**src/rtl/pixels_lost_pkg.sv**
```systemverilog
// Shared types and constants for the sequential pixels-lost estimator.
package pixels_lost_pkg;

  typedef enum logic [2:0] {
    StIdle,
    StMac,
    StArea,
    StDiv,
    StDone
  } state_e;

  localparam int unsigned MAC_CYCLES = 8;
  localparam int unsigned DIV_STEPS  = 7;

  function automatic int unsigned frame_area(input int unsigned w, input int unsigned h);
    return w * h;
  endfunction

  function automatic int unsigned frame_area_width(input int unsigned w, input int unsigned h);
    return $clog2(w * h + 1);
  endfunction

endpackage

```
**src/rtl/lost_divider.sv**
```systemverilog
// Restoring divider by a constant: load captures the dividend, each step resolves one
// quotient bit from MSB down.
module lost_divider #(
  parameter int unsigned Divisor   = 307200,
  parameter int unsigned DividendW = 26,
  parameter int unsigned QuotW     = 7
) (
  input  logic                 clock,
  input  logic                 reset_n,
  input  logic                 load_i,
  input  logic                 step_i,
  input  logic [DividendW-1:0] dividend_i,
  output logic [QuotW-1:0]     quotient_o
);

  localparam int unsigned KW = (QuotW > 1) ? $clog2(QuotW) : 1;

  logic [DividendW-1:0] rem_q, rem_d;
  logic [QuotW-1:0]     quo_q, quo_d;
  logic [KW-1:0]        k_q, k_d;
  logic [DividendW-1:0] div_shift;

  assign div_shift = DividendW'(Divisor) << k_q;

  always_comb begin
    rem_d = rem_q;
    quo_d = quo_q;
    k_d   = k_q;
    if (load_i) begin
      rem_d = dividend_i;
      quo_d = '0;
      k_d   = KW'(QuotW - 1);
    end else if (step_i) begin
      if (rem_q >= div_shift) begin
        rem_d        = rem_q - div_shift;
        quo_d[k_q]   = 1'b1;
      end
      k_d = k_q - KW'(1);
    end
  end

  always_ff @(posedge clock or negedge reset_n) begin
    if (!reset_n) begin
      rem_q <= '0;
      quo_q <= '0;
      k_q   <= '0;
    end else begin
      rem_q <= rem_d;
      quo_q <= quo_d;
      k_q   <= k_d;
    end
  end

  assign quotient_o = quo_q;

endmodule

```
**src/rtl/pixels_lost_seq.sv**
```systemverilog
// Shoelace area of the keystone quadrilateral on one shared multiplier, then the
// percentage of the frame left uncovered via a restoring divider. Fixed 17-edge latency.
module pixels_lost_seq
  import pixels_lost_pkg::*;
#(
  parameter int unsigned XW      = 10,
  parameter int unsigned YW      = 9,
  parameter int unsigned FRAME_W = 640,
  parameter int unsigned FRAME_H = 480,
  parameter int unsigned PCT_W   = DIV_STEPS
) (
  input  logic             clock,
  input  logic             reset_n,
  input  logic             start,
  input  logic [XW-1:0]    x1,
  input  logic [YW-1:0]    y1,
  input  logic [XW-1:0]    x2,
  input  logic [YW-1:0]    y2,
  input  logic [XW-1:0]    x3,
  input  logic [YW-1:0]    y3,
  input  logic [XW-1:0]    x4,
  input  logic [YW-1:0]    y4,
  output logic             busy,
  output logic             done,
  output logic [PCT_W-1:0] percent_lost,
  output logic [XW+YW-1:0] area
);

  localparam int unsigned ProdW  = XW + YW;
  localparam int unsigned AccW   = XW + YW + 3;
  localparam int unsigned Fa     = frame_area(FRAME_W, FRAME_H);
  localparam int unsigned FaW    = frame_area_width(FRAME_W, FRAME_H);
  localparam int unsigned DivW   = FaW + PCT_W;
  localparam int unsigned CmpW   = (AccW > FaW) ? AccW : FaW;
  localparam int unsigned CntMax = (MAC_CYCLES > PCT_W) ? MAC_CYCLES : PCT_W;
  localparam int unsigned CntW   = $clog2(CntMax);

  state_e                    state_q, state_d;
  logic [CntW-1:0]           cnt_q, cnt_d;
  logic [3:0][XW-1:0]        x_q, x_d;
  logic [3:0][YW-1:0]        y_q, y_d;
  logic signed [AccW-1:0]    acc_q, acc_d;
  logic [AccW-1:0]           a_q, a_d;
  logic                      busy_q, busy_d;
  logic                      done_q, done_d;
  logic [PCT_W-1:0]          pct_q, pct_d;
  logic [ProdW-1:0]          area_q, area_d;

  logic [1:0]                idx, nxt;
  logic [XW-1:0]             mul_a;
  logic [YW-1:0]             mul_b;
  logic [ProdW-1:0]          prod;
  logic signed [AccW-1:0]    prod_s;
  logic [AccW-1:0]           acc_abs, area_mag;
  logic [CmpW-1:0]           a_cmp, lost;
  logic [DivW-1:0]           dividend;
  logic                      div_load, div_step;
  logic [PCT_W-1:0]          quotient;

  // Steps 0..3 add x(i)*y(i+1); steps 4..7 subtract x(i+1)*y(i).
  assign idx    = cnt_q[1:0];
  assign nxt    = idx + 2'd1;
  assign mul_a  = cnt_q[2] ? x_q[nxt] : x_q[idx];
  assign mul_b  = cnt_q[2] ? y_q[idx] : y_q[nxt];
  assign prod   = ProdW'(mul_a) * ProdW'(mul_b);
  assign prod_s = signed'(AccW'(prod));

  assign acc_abs  = acc_q[AccW-1] ? -acc_q : acc_q;
  assign area_mag = acc_abs >> 1;
  assign a_cmp    = CmpW'(area_mag);
  assign lost     = (a_cmp < CmpW'(Fa)) ? (CmpW'(Fa) - a_cmp) : '0;
  assign dividend = DivW'(lost) * DivW'(100);

  always_comb begin
    state_d  = state_q;
    cnt_d    = cnt_q;
    x_d      = x_q;
    y_d      = y_q;
    acc_d    = acc_q;
    a_d      = a_q;
    busy_d   = busy_q;
    done_d   = 1'b0;
    pct_d    = pct_q;
    area_d   = area_q;
    div_load = 1'b0;
    div_step = 1'b0;
    unique case (state_q)
      StIdle: begin
        busy_d = start;
        if (start) begin
          x_d     = {x4, x3, x2, x1};
          y_d     = {y4, y3, y2, y1};
          acc_d   = '0;
          cnt_d   = '0;
          state_d = StMac;
        end
      end
      StMac: begin
        acc_d = cnt_q[2] ? (acc_q - prod_s) : (acc_q + prod_s);
        cnt_d = cnt_q + CntW'(1);
        if (cnt_q == CntW'(MAC_CYCLES - 1)) state_d = StArea;
      end
      StArea: begin
        a_d      = area_mag;
        div_load = 1'b1;
        cnt_d    = CntW'(PCT_W - 1);
        state_d  = StDiv;
      end
      StDiv: begin
        div_step = 1'b1;
        cnt_d    = cnt_q - CntW'(1);
        if (cnt_q == '0) state_d = StDone;
      end
      StDone: begin
        // Outputs and done register on leaving DONE; busy covers the done cycle.
        done_d  = 1'b1;
        pct_d   = quotient;
        area_d  = (|a_q[AccW-1:ProdW]) ? '1 : a_q[ProdW-1:0];
        state_d = StIdle;
      end
      default: state_d = StIdle;
    endcase
  end

  always_ff @(posedge clock or negedge reset_n) begin
    if (!reset_n) begin
      state_q <= StIdle;
      cnt_q   <= '0;
      x_q     <= '0;
      y_q     <= '0;
      acc_q   <= '0;
      a_q     <= '0;
      busy_q  <= 1'b0;
      done_q  <= 1'b0;
      pct_q   <= '0;
      area_q  <= '0;
    end else begin
      state_q <= state_d;
      cnt_q   <= cnt_d;
      x_q     <= x_d;
      y_q     <= y_d;
      acc_q   <= acc_d;
      a_q     <= a_d;
      busy_q  <= busy_d;
      done_q  <= done_d;
      pct_q   <= pct_d;
      area_q  <= area_d;
    end
  end

  lost_divider #(
    .Divisor  (Fa),
    .DividendW(DivW),
    .QuotW    (PCT_W)
  ) u_lost_divider (
    .clock     (clock),
    .reset_n   (reset_n),
    .load_i    (div_load),
    .step_i    (div_step),
    .dividend_i(dividend),
    .quotient_o(quotient)
  );

  assign busy         = busy_q;
  assign done         = done_q;
  assign percent_lost = pct_q;
  assign area         = area_q;

endmodule

```
**config.mk**
```make
export PLATFORM = sky130hd
export DESIGN_NAME = pixels_lost_seq
export DESIGN_NICKNAME = d
export VERILOG_FILES = /design/src/rtl/pixels_lost_pkg.sv /design/src/rtl/lost_divider.sv /design/src/rtl/pixels_lost_seq.sv
export SDC_FILE = /design/constraint.sdc
export NUM_CORES = 1
export LEC_CHECK = 0
export ABC_AREA = 1
export CAP_MARGIN = 10
export CELL_PAD_IN_SITES_DETAIL_PLACEMENT = 1
export CELL_PAD_IN_SITES_GLOBAL_PLACEMENT = 2
export CORE_ASPECT_RATIO = 0.8
export CORE_MARGIN = 2
export CORE_UTILIZATION = 35
export DETAILED_ROUTE_END_ITERATION = 8
export PLACE_DENSITY_LB_ADDON = 0.1
export SKIP_CTS_REPAIR_TIMING = 1
export SKIP_LAST_GASP = 1
export SYNTH_ARGS = -nofsm -noshare
export SYNTH_HDL_FRONTEND = slang
export SYNTH_SLANG_ARGS = --single-unit
```
**constraint.sdc**
```tcl
create_clock -name clock -period 8.9 [get_ports clock]
set_input_delay 2.67 -clock clock [delete_from_list [all_inputs] [get_ports clock]]
set_output_delay 2.67 -clock clock [all_outputs]
set_load 0.005 [all_outputs]
```
==> images/final_placement.png <==
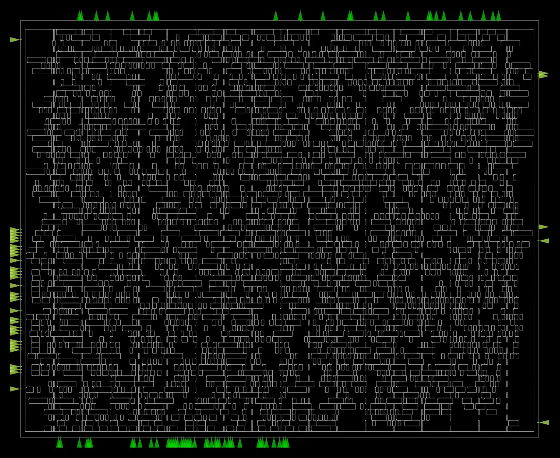
post-layout instance count excluding filler cells: 3,234
share of the core filled with cells in the final layout: 40.5%
Tap Cells: 629
fill cell total of the finished layout: 6,151
register fraction of the total cell area: 23.1%

==> out/writeup.txt <==
Of the post-synthesis cell area, the dominant cell type holds 26.3%. The placement stage leaves a total instance area of 19,000 µm². For the data required time at the worst endpoint, the log shows 9.29 ns. STA on the placed design reports a worst setup slack of 0.330 ns. Clock tree buffers and inverters occupy 3.34% of the routed design's cell area. The root buffer cell chosen for the clock tree is sky130_fd_sc_hd__clkbuf_16. For reference, the placement row count at floorplan is 72. Among all flip-flop cells after synthesis, the most frequent one is sky130_fd_sc_hd__dfrtp_1. Multi-input combinational cells in the finished layout were counted as 1,857. The number of port buffers came out at 106. The highest achievable clock rate is 123 MHz.

The routed wirelength on the met1 layer is recorded as 30,300 µm. Once detail routing completed, the nets flagged for antenna violations numbered 0. The synthesis run shows multiplexers occupying 0% of the cell area. For the pin with the worst max-slew slack, the measured transition is 0.983 ns. For this run, the post-layout net count is 2,891. The registers reported with the highest flop counts are x_q (40), y_q (36), acc_q (22).

Per the GRT log, the top usage layer is met2. The flow ran to the end, and the final reports show no timing, DRC or antenna violations. Once detailed placement completed, the half-perimeter wirelength came to 45,100 µm.

The sort of element at the start of the critical path was a flip-flop. The run gives 0 for the remaining routing DRC violations. For this run, the script counts the antenna cells in the layout as 0. With the floorplan utilization at 35.6%, the combinational share of cell area is 55.5%. The post-route clock skew came out at 0.0207 ns.

The cell count of the worst reg-to-reg path is 41. The type of the worst min-delay path is flip-flop to flip-flop. Entering global routing, the biggest net connects 95 pins. The library cell contributing the largest single delay on the critical path is sky130_fd_sc_hd__fa_1. Once layout is done, the placed cells without fillers occupy 19,700 µm². The final critical-path share of the clock period came out at 91.7%. The proportion of synthesized flip-flops having asynchronous set or reset is 100%, and the number of top-level pins is 107.

After synthesis, the chip area reported by Yosys is 17,300 µm². In this run the number of H-tree levels came out at 4. For the register area, the log shows 4560 µm².
==> images/met3.png <==
The bar under the picture is 100 µm long.
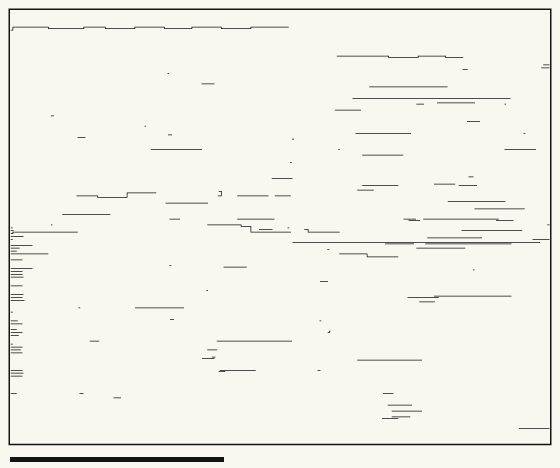
wire length on this layer = 1,530 µm
main direction = horizontal
longest straight run = 116 µm
share of all routed wire = 2.7%
Routed Wire Length: 57,100 µm
vias post-DR: 16,400
GR met3 Demand/Resource: 2.56%

